**Run 1: clock wiring as the flow saved it**

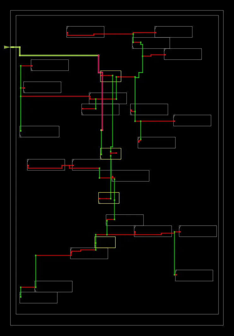
**Run 1: signal wires on met3**

Scale: 6 px per um.
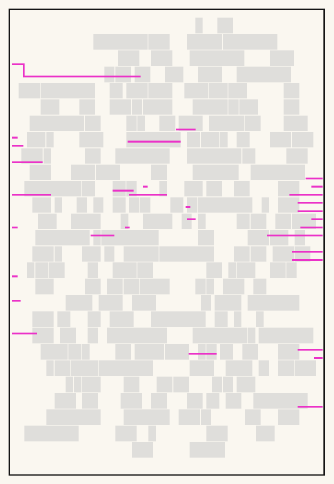
**Run 1: metal 1**

Scale: 4 px per um. Supply wires on this layer in grey.
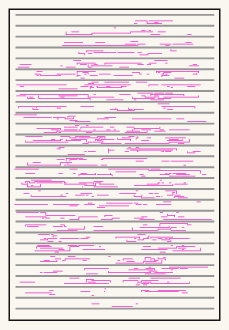
<file path="src/rtl/vga_timing_gen.sv">
// Parametrised raster timing generator: x/y pixel counters plus sync, visible and
// line/frame strobes, delayed by DELAY pixel-clock-enable cycles to match the renderer.
module vga_timing_gen #(
   parameter int H_VISIBLE = 640,
   parameter int H_FRONT   = 16,
   parameter int H_SYNC    = 96,
   parameter int H_BACK    = 48,
   parameter int V_VISIBLE = 480,
   parameter int V_FRONT   = 10,
   parameter int V_SYNC    = 2,
   parameter int V_BACK    = 33,
   parameter int HSYNC_POL = 0,
   parameter int VSYNC_POL = 0,
   parameter int CW        = 11,
   parameter int DELAY     = 0
) (
   input  logic          clk,
   input  logic          rst,
   input  logic          pix_en,
   output logic [CW-1:0] x,
   output logic [CW-1:0] y,
   output logic          hsync,
   output logic          vsync,
   output logic          visible,
   output logic          line_start,
   output logic          frame_start
);

   localparam int H_TOTAL = H_VISIBLE + H_FRONT + H_SYNC + H_BACK;
   localparam int V_TOTAL = V_VISIBLE + V_FRONT + V_SYNC + V_BACK;

   localparam logic [CW-1:0] ONE      = CW'(1);
   localparam logic [CW-1:0] H_LAST   = CW'(H_TOTAL - 1);
   localparam logic [CW-1:0] V_LAST   = CW'(V_TOTAL - 1);
   localparam logic [CW-1:0] H_VIS    = CW'(H_VISIBLE);
   localparam logic [CW-1:0] V_VIS    = CW'(V_VISIBLE);
   localparam logic [CW-1:0] HS_BEGIN = CW'(H_VISIBLE + H_FRONT);
   localparam logic [CW-1:0] HS_END   = CW'(H_VISIBLE + H_FRONT + H_SYNC);
   localparam logic [CW-1:0] VS_BEGIN = CW'(V_VISIBLE + V_FRONT);
   localparam logic [CW-1:0] VS_END   = CW'(V_VISIBLE + V_FRONT + V_SYNC);
   localparam logic          HS_ON    = (HSYNC_POL != 0);
   localparam logic          VS_ON    = (VSYNC_POL != 0);

   if (((H_TOTAL - 1) >> CW) != 0 || ((V_TOTAL - 1) >> CW) != 0) begin : g_cw_too_small
      $error("vga_timing_gen: CW too narrow for H_TOTAL-1 / V_TOTAL-1");
   end

   logic [CW-1:0] x_q, x_d;
   logic [CW-1:0] y_q, y_d;
   logic [4:0]    flags0;
   logic [4:0]    flags_dly;

   // next raster position; line and frame wrap share the same edge
   always_comb begin
      x_d = x_q;
      y_d = y_q;
      if (pix_en) begin
         if (x_q == H_LAST) begin
            x_d = '0;
            if (y_q == V_LAST) begin
               y_d = '0;
            end else begin
               y_d = y_q + ONE;
            end
         end else begin
            x_d = x_q + ONE;
         end
      end else begin
         x_d = x_q;
         y_d = y_q;
      end
   end

   // raster counters
   always_ff @(posedge clk or posedge rst) begin
      if (rst) begin
         x_q <= '0;
         y_q <= '0;
      end else begin
         x_q <= x_d;
         y_q <= y_d;
      end
   end

   // stage-0 flags held as "active" bits: {visible, hs, vs, line, frame}
   assign flags0 = {(x_q < H_VIS) && (y_q < V_VIS),
                    (x_q >= HS_BEGIN) && (x_q < HS_END),
                    (y_q >= VS_BEGIN) && (y_q < VS_END),
                    (x_q == '0),
                    (x_q == '0) && (y_q == '0)};

   if (DELAY == 0) begin : g_no_delay
      assign flags_dly = flags0;
   end else begin : g_delay
      logic [4:0] pipe_q [DELAY];

      // pixel-qualified delay line; all-zero is the inactive state of every flag
      always_ff @(posedge clk or posedge rst) begin
         if (rst) begin
            for (int i = 0; i < DELAY; i++) begin
               pipe_q[i] <= 5'b0_0000;
            end
         end else if (pix_en) begin
            pipe_q[0] <= flags0;
            for (int i = 1; i < DELAY; i++) begin
               pipe_q[i] <= pipe_q[i-1];
            end
         end
      end

      assign flags_dly = pipe_q[DELAY-1];
   end

   assign x           = x_q;
   assign y           = y_q;
   assign visible     = flags_dly[4];
   assign hsync       = HS_ON ? flags_dly[3] : ~flags_dly[3];
   assign vsync       = VS_ON ? flags_dly[2] : ~flags_dly[2];
   // gating with pix_en keeps the strobes one clk wide at any pixel rate
   assign line_start  = flags_dly[1] & pix_en;
   assign frame_start = flags_dly[0] & pix_en;

endmodule

</file>
<file path="config.mk">
export PLATFORM = sky130hd
export DESIGN_NAME = vga_timing_gen
export DESIGN_NICKNAME = d
export VERILOG_FILES = /design/src/rtl/vga_timing_gen.sv
export SDC_FILE = /design/constraint.sdc
export NUM_CORES = 1
export LEC_CHECK = 0
export CAP_MARGIN = 20
export CELL_PAD_IN_SITES_DETAIL_PLACEMENT = 0
export CELL_PAD_IN_SITES_GLOBAL_PLACEMENT = 1
export CORE_ASPECT_RATIO = 1.5
export CORE_UTILIZATION = 33
export CTS_CLUSTER_SIZE = 12
export DETAILED_ROUTE_END_ITERATION = 16
export PLACE_DENSITY_LB_ADDON = 0.08
export SETUP_SLACK_MARGIN = 0.02
export SLEW_MARGIN = 20
export SYNTH_ARGS = -nofsm -noshare
export SYNTH_HDL_FRONTEND = slang
export SYNTH_SLANG_ARGS = --single-unit
</file>
<file path="constraint.sdc">
create_clock -name clk -period 2 [get_ports clk]
set_clock_uncertainty 0.05 [all_clocks]
set_input_delay 0.4 -clock clk [delete_from_list [all_inputs] [get_ports clk]]
set_output_delay 0.4 -clock clk [all_outputs]
set_load 0.01 [all_outputs]
</file>
==> out/metrics.yaml, run 1 <==
cp-end-kind: "primary output"
fa_ha_area_share_pct: 4.00
p_comb_share_pct: 37.4
whs_ns: 0.426
max_stage_delay_ns: 0.54
p_leak_nw: 0.997
p_switching_uw: 420
grt_overflow: 0
antenna_left: 0
netlist.area_leader.share_pct: 44.0
stdcell_count: 248
power_leader: "sequential cells"
routedWlPerCell_um: 16.0
mux_area_share_pct: 0.801
path_max_fanout: 2
top_logic_kind: "simple AND/OR/NAND/NOR gates"
setup_viol: 15
p_seq_uw: 526
grt_antenna_before_repair: 0
die_y_um: 77.4
chipWidth_um: 52.3
synth-simple-area-share_pct: 29.8
fp_util_pct: 34.3
hold_class: "primary input to async pin"
p_clk_share_pct: 24.0
htreeDepth: 1
total_power_mw: 1.36
synth_cells: 130
layout-drive-gt1-share_pct: 35.6
routed.top_layer: "met4"
post-place-ws_ns: -0.430
worst_slack_ns: -0.266
crit_chain: "or4_4, nor3_4, buf_4, nor4b_4, buf_2"
ys_seq_share_pct: 44.0
status: "finished, violations left"
violations: "negative setup slack"
period_used_pct: 113
synth_cell_types: 37
slew-limit-headroom_pct: 72.9
Notes on 'clock wiring as the flow saved it' above:
num sequential: 22
clock buffer count: 4
total CTS buffers: 3
Clk. pwr: 327 uW

Notes on 'signal wires on met3' above:
- main direction: horizontal
- longest straight run: 19.3 um
- wire length on this layer: 124 um
- nets with wire on the layer: 28
final WL: 3960 um
routing usage on met3: 2.35%
vias: 1,308

Notes on 'metal 1' above:
- share of all routed wire: 37%
- wire length on this layer: 1,460 um
met1 Resource Use GR: 23.6%

## run 1: worst max-delay path: cells and delay by family, from the launching register on
kind                   cells  cell delay (ns)
buffers and inverters      2             0.29
flip-flops                 1             0.39
AND/OR/NAND/NOR            3             0.87
## run 1: logic make-up after synthesis
family          Yosys count
xor+xnor                 11
mux                       1
compound gates           19
fa+ha+maj                 4
flops                    22
buf+inv                  12
simple gates             61
## run 1: area by class of cell
cell class,instances,area [um^2],area share [%]
inverter,9,33.8,1.59
clock buffer,4,55.1,2.59
multi-input combinational,97,781,36.7
tap,43,53.8,2.53
sequential,22,553,26.0
timing repair buffer,73,651,30.6
## run 1: layer usage
metal  GRT usage (%)  vias to the layer above
li1                -                      623
met4            9.47                        0
met2            39.7                       34
met5               0                        -
met3            2.35                        8
met1            23.6                      643
**Run 1: placement density heat map**

Scale: 4 px per um. The die is cut into 5 by 8 equal tiles; white is low, dark blue is high, 0 to 100% covered.
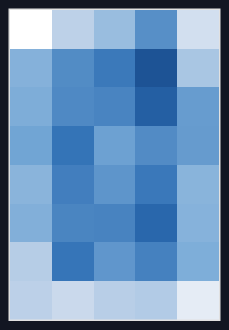

==> run 1 -> run 2 <==
- CELL_PAD_IN_SITES_GLOBAL_PLACEMENT: 1 -> 2
- CORE_UTILIZATION: 33 -> 27
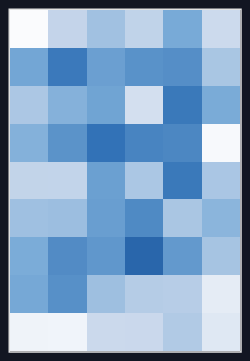
**Above:** run 2 (placement density heat map).
Scale: 4 px per um. The die is cut into 6 by 9 equal tiles; white is low, dark blue is high, 0 to 100% covered.
- mean over tiles: 42%
- emptiest ninth of the die: south-east
- tiles over 75% full: 1.9%
- densest ninth of the die: centre
- fullest tile: 78%
pre-placement core utilization: 28.0%
CORE AREA: 0.00447 mm^2
fin util: 47.7%

==> run 2 against run 1 <==
Hold slack worse by 0.0033 ns. Critical path depth down 1. The flow finishes with violations (design-rule violations, negative setup slack). Setup slack better by 0.071 ns. Power down 0.26%. Routed wire length down 3.8%. Final cell count up 1.6%. Sequential share of layout area about the same. Synthesized cell count unchanged.
==> out/metrics.yaml, run 2 <==
status: "finished, violations left"
violations: "design-rule violations, negative setup slack"
period_used_pct: 110
first_global_vias: 1358
synth_stat.cells: 130
clock_sinks: 22
warnings: 31
ys_area_mm2: 0.00125
cp-end-kind: "primary output"
p_leak_nw: 0.975
synth-simple-area-share_pct: 29.8
grt_overflow: 0
final_nets: 212
antenna_left: 0
nonClockInverterCount: 9
synth_cells: 130
power_leader: "sequential cells"
layout-drive-gt1-share_pct: 36.3
sh_seq_area_pct: 26.0
slew-limit-headroom_pct: 75.0
sh_comb_area_pct: 36.7
placed_area_mm2: 0.00188
path_max_fanout: 2
final-seq-area_um2: 553
edf_count: 0
final_common_cell: "buf_4"
common_cells: "22 x dfrtp_1, 12 x nand3_1, 10 x nand2_1, 9 x inv_1, 8 x xor2_1"
drv_cap: 0
worstSetupEndpoint: "frame_start"
period_needed_ns: 2.19
final_max_slew_viol_count: 0
routedWlPerCell_um: 15.1
yosysWarnings: 0
syn_area_mm2: 0.00125
synth-async-reset-ratio_pct: 100
synth_cell_types: 37
buffers: 73
hold_class: "primary input to async pin"
powerClk_uw: 328
cp.required_ns: 1.55
htreeDepth: 1
num_io_pins: 30
nFlopsAndLatches: 22
chipWidth_um: 57.6
grt_max_degree: 23
synth-compound-area-share_pct: 9.31
rr_startpoint: "x[6]$_DFFE_PP0P_"
power_density_mw_per_mm2: 638
netlist.area_leader.share_pct: 44.0
nClkBuffers: 4
setup_viol: 12
worst_slack_ns: -0.194
combGateArea_um2: 782
cts_tree: "done"
largest_class: "multi-input combinational cells"
fa_ha_area_share_pct: 4.00
cts_made_buffers: 3
synthTopCellsByArea: "dfrtp_1 44%, xor2_1 5.6%, nand3_1 4.8%"
hold_violations: 0
tap_cells: 48
p_clk_share_pct: 24.1
fin_area_mm2: 0.00213
top_logic_kind: "simple AND/OR/NAND/NOR gates"
die_y_um: 85.3
cts_hold_buf: 0
p_comb_share_pct: 37.2
critPathLaunchType: "flip-flop"
xor_share_pct: 7.71
cts.repair.resized: 31
p_switching_uw: 410
hpwl_um: 2950
port_buffers: 29
powerComb_uw: 506
p_seq_uw: 525
drc: 2
area_growth_pct: 70.5
lay_top_cells: "36 x buf_4, 24 x clkdlybuf4s50_1, 20 x dfrtp_1"
mux_area_share_pct: 0.801
layout.nonclk_buf_share_pct: 30.4
p_seq_share_pct: 38.7
grt_antenna_before_repair: 0
ys_seq_share_pct: 44.0
clk_share_pct: 2.58
p_sw_share_pct: 30.1
nMultiInputCombCells: 96
synth.most_common_cell: "dfrtp_1"
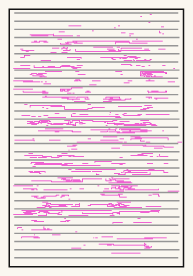
**Above:** run 2 (metal 1).
Scale: 3 px per um. Supply wires on this layer in grey.
- main direction: horizontal
- longest straight run: 29.9 um
- share of all routed wire: 38%
vias: 1,284
final WL: 3810 um
met1 Resource Use GR: 17.9%

## run 2: stage by stage
stage	power, mW	worst slack (ns)	hold slack (ns)	setup TNS [ns]	cells
2_1_floorplan	0.732	-0.0460	0.339	-0.153	130
3_3_place_gp	0.994	-0.402	0.502	-4.18	241
3_5_place_dp	0.996	-0.468	0.517	-4.76	241
4_1_cts	1.37	-0.244	0.431	-2.53	252
5_1_grt	1.44	-0.281	0.473	-2.28	252
6_report	1.36	-0.194	0.423	-1.33	252
## run 2: worst max-delay path: stages (launching register included)
cell     delay [ns]
dfrtp_1        0.39
or4_4          0.55
nor3_4         0.16
nor4b_4        0.21
buf_2          0.16
## run 2: routing by layer
layer	up-vias	track usage (%)	part of all wire (%)
li1	622	-	-
met2	25	34.2	59
met5	-	0	0
met1	635	17.9	38
met4	0	5.32	0.71
met3	2	1.68	2.5
**Run 2: clock wiring as the flow saved it**

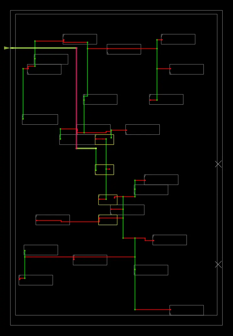

==> run 2 -> run 3 <==
- CORE_ASPECT_RATIO: 1.5 -> 0.8
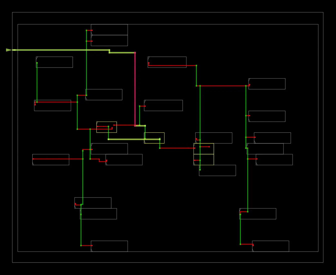
**Above:** run 3 (clock wiring as the flow saved it).
CTS sink cnt: 22
Clk. pwr: 326 uW
clk_lat worst skew: 0.26 ns

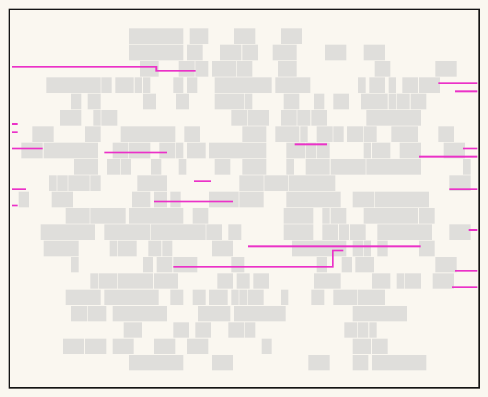
**Above:** run 3 (signal wires on met3).
Scale: 6 px per um.
- longest straight run: 28.5 um
- main direction: horizontal
final WL: 3900 um
routing usage on met3: 3.94%

==> run 3 against run 2 <==
The flow finishes with violations (negative setup slack). Largest cell class unchanged. Utilization increased by 1.7 points. Routed wire length increased by 2.4%. Synthesized cell count unchanged.
==> out/metrics.yaml, run 3 <==
p_comb_share_pct: 38.9
nFlopsAndLatches: 22
cts_hold_buf: 0
layout-drive-gt1-share_pct: 37.1
area_growth_pct: 70.3
htreeDepth: 1
final_core_util_pct: 49.4
max_stage_delay_ns: 0.55
dp_cells: 251
edf_count: 0
final_nets: 213
common_cells: "22 x dfrtp_1, 12 x nand3_1, 10 x nand2_1, 9 x inv_1, 8 x xor2_1"
combGateArea_um2: 776
grt_overflow: 0
die_y_um: 62.9
crit_chain: "or4_4, nor3_4, buf_4, nor4b_4, buf_2"
tightest_slew_ns: 0.377
core_region_area_mm2: 0.00431
cts_tree: "done"
drv_cap: 0
powerComb_uw: 543
nMultiInputCombCells: 97
final_max_slew_viol_count: 0
p_leak_nw: 0.976
setup_viol: 15
p_clk_share_pct: 23.4
use_met2_pct: 23.5
num_vias: 1279
worstSetupEndpoint: "frame_start"
grt_antenna_before_repair: 0
cp.required_ns: 1.55
port_buffers: 29
p_seq_uw: 525
synth.most_common_cell: "dfrtp_1"
period_needed_ns: 2.25
power_leader: "combinational logic"
sh_seq_area_pct: 26.0
crit_buf_inv: 2
nonClockInverterCount: 9
postCtsSetupBuffers: 4
stdcell_count: 262
final-seq-area_um2: 553
p_sw_share_pct: 30.5
tap_cells: 57
warnings: 31
hpwl_um: 2790
hold_class: "primary input to async pin"
violations: "negative setup slack"
slew-limit-headroom_pct: 74.8
clk_pin_slew_ns: 0.08
yosysWarnings: 0
wl_met1_um: 2010
synth-async-reset-ratio_pct: 100
grt_setup_unrepaired: "yes"
buffers: 73
layout.nonclk_buf_share_pct: 30.0
antenna_left: 0
status: "finished, violations left"
p_seq_share_pct: 37.6
nClkBuffers: 4
fp_util_pct: 29.0
ys_seq_share_pct: 44.0
ys_area_mm2: 0.00125
syn_area_mm2: 0.00125
synthTopCellsByArea: "dfrtp_1 44%, xor2_1 5.6%, nand3_1 4.8%"
met3_length_um: 163
chipWidth_um: 78.1
num_io_pins: 30
total_power_mw: 1.39
worst_slack_ns: -0.247
cpLargestDelayFamily: "simple AND/OR/NAND/NOR gates"
netlist.area_leader.share_pct: 44.0
rr_startpoint: "x[5]$_DFFE_PP0P_"
clk_share_pct: 2.59
p_switching_uw: 425
routed.top_layer: "met4"
cp-end-kind: "primary output"
synth_cells: 130
power_density_mw_per_mm2: 655
synth_cell_types: 37
cts_made_buffers: 3
grt_max_degree: 23
wl_met2_um: 1710
routedWlPerCell_um: 14.9
critical_path_depth: 5
use_met1_pct: 26.4
gr-max-usage-layer: "met1"
cp_slowest_cell: "or4_4"
drc: 0
run 3: through the flow:
stage	area, um^2	setup WS, ns	setup TNS (ns)	hold WS (ns)
final	2130	-0.247	-2.32	0.428
after global routing	2130	-0.356	-3.16	0.482
after floorplan	1270	-0.0460	-0.153	0.339
after detailed placement	1900	-0.420	-4.88	0.518
after global placement	1900	-0.422	-5.14	0.503
after CTS	2040	-0.257	-1.10	0.444
run 3: logic make-up (layout without fill, tap and decap cells):
kind of cell | count (synthesis) | after routing | synth area share, %
buf+inv | 12 | 86 | 4.30
flops | 22 | 22 | 44.0
fa+ha+maj | 4 | 4 | 4.00
simple gates | 61 | 62 | 29.8
compound gates | 19 | 19 | 9.31
xor+xnor | 11 | 11 | 7.71
mux | 1 | 1 | 0.801
Power and IR drop assume default switching activity.
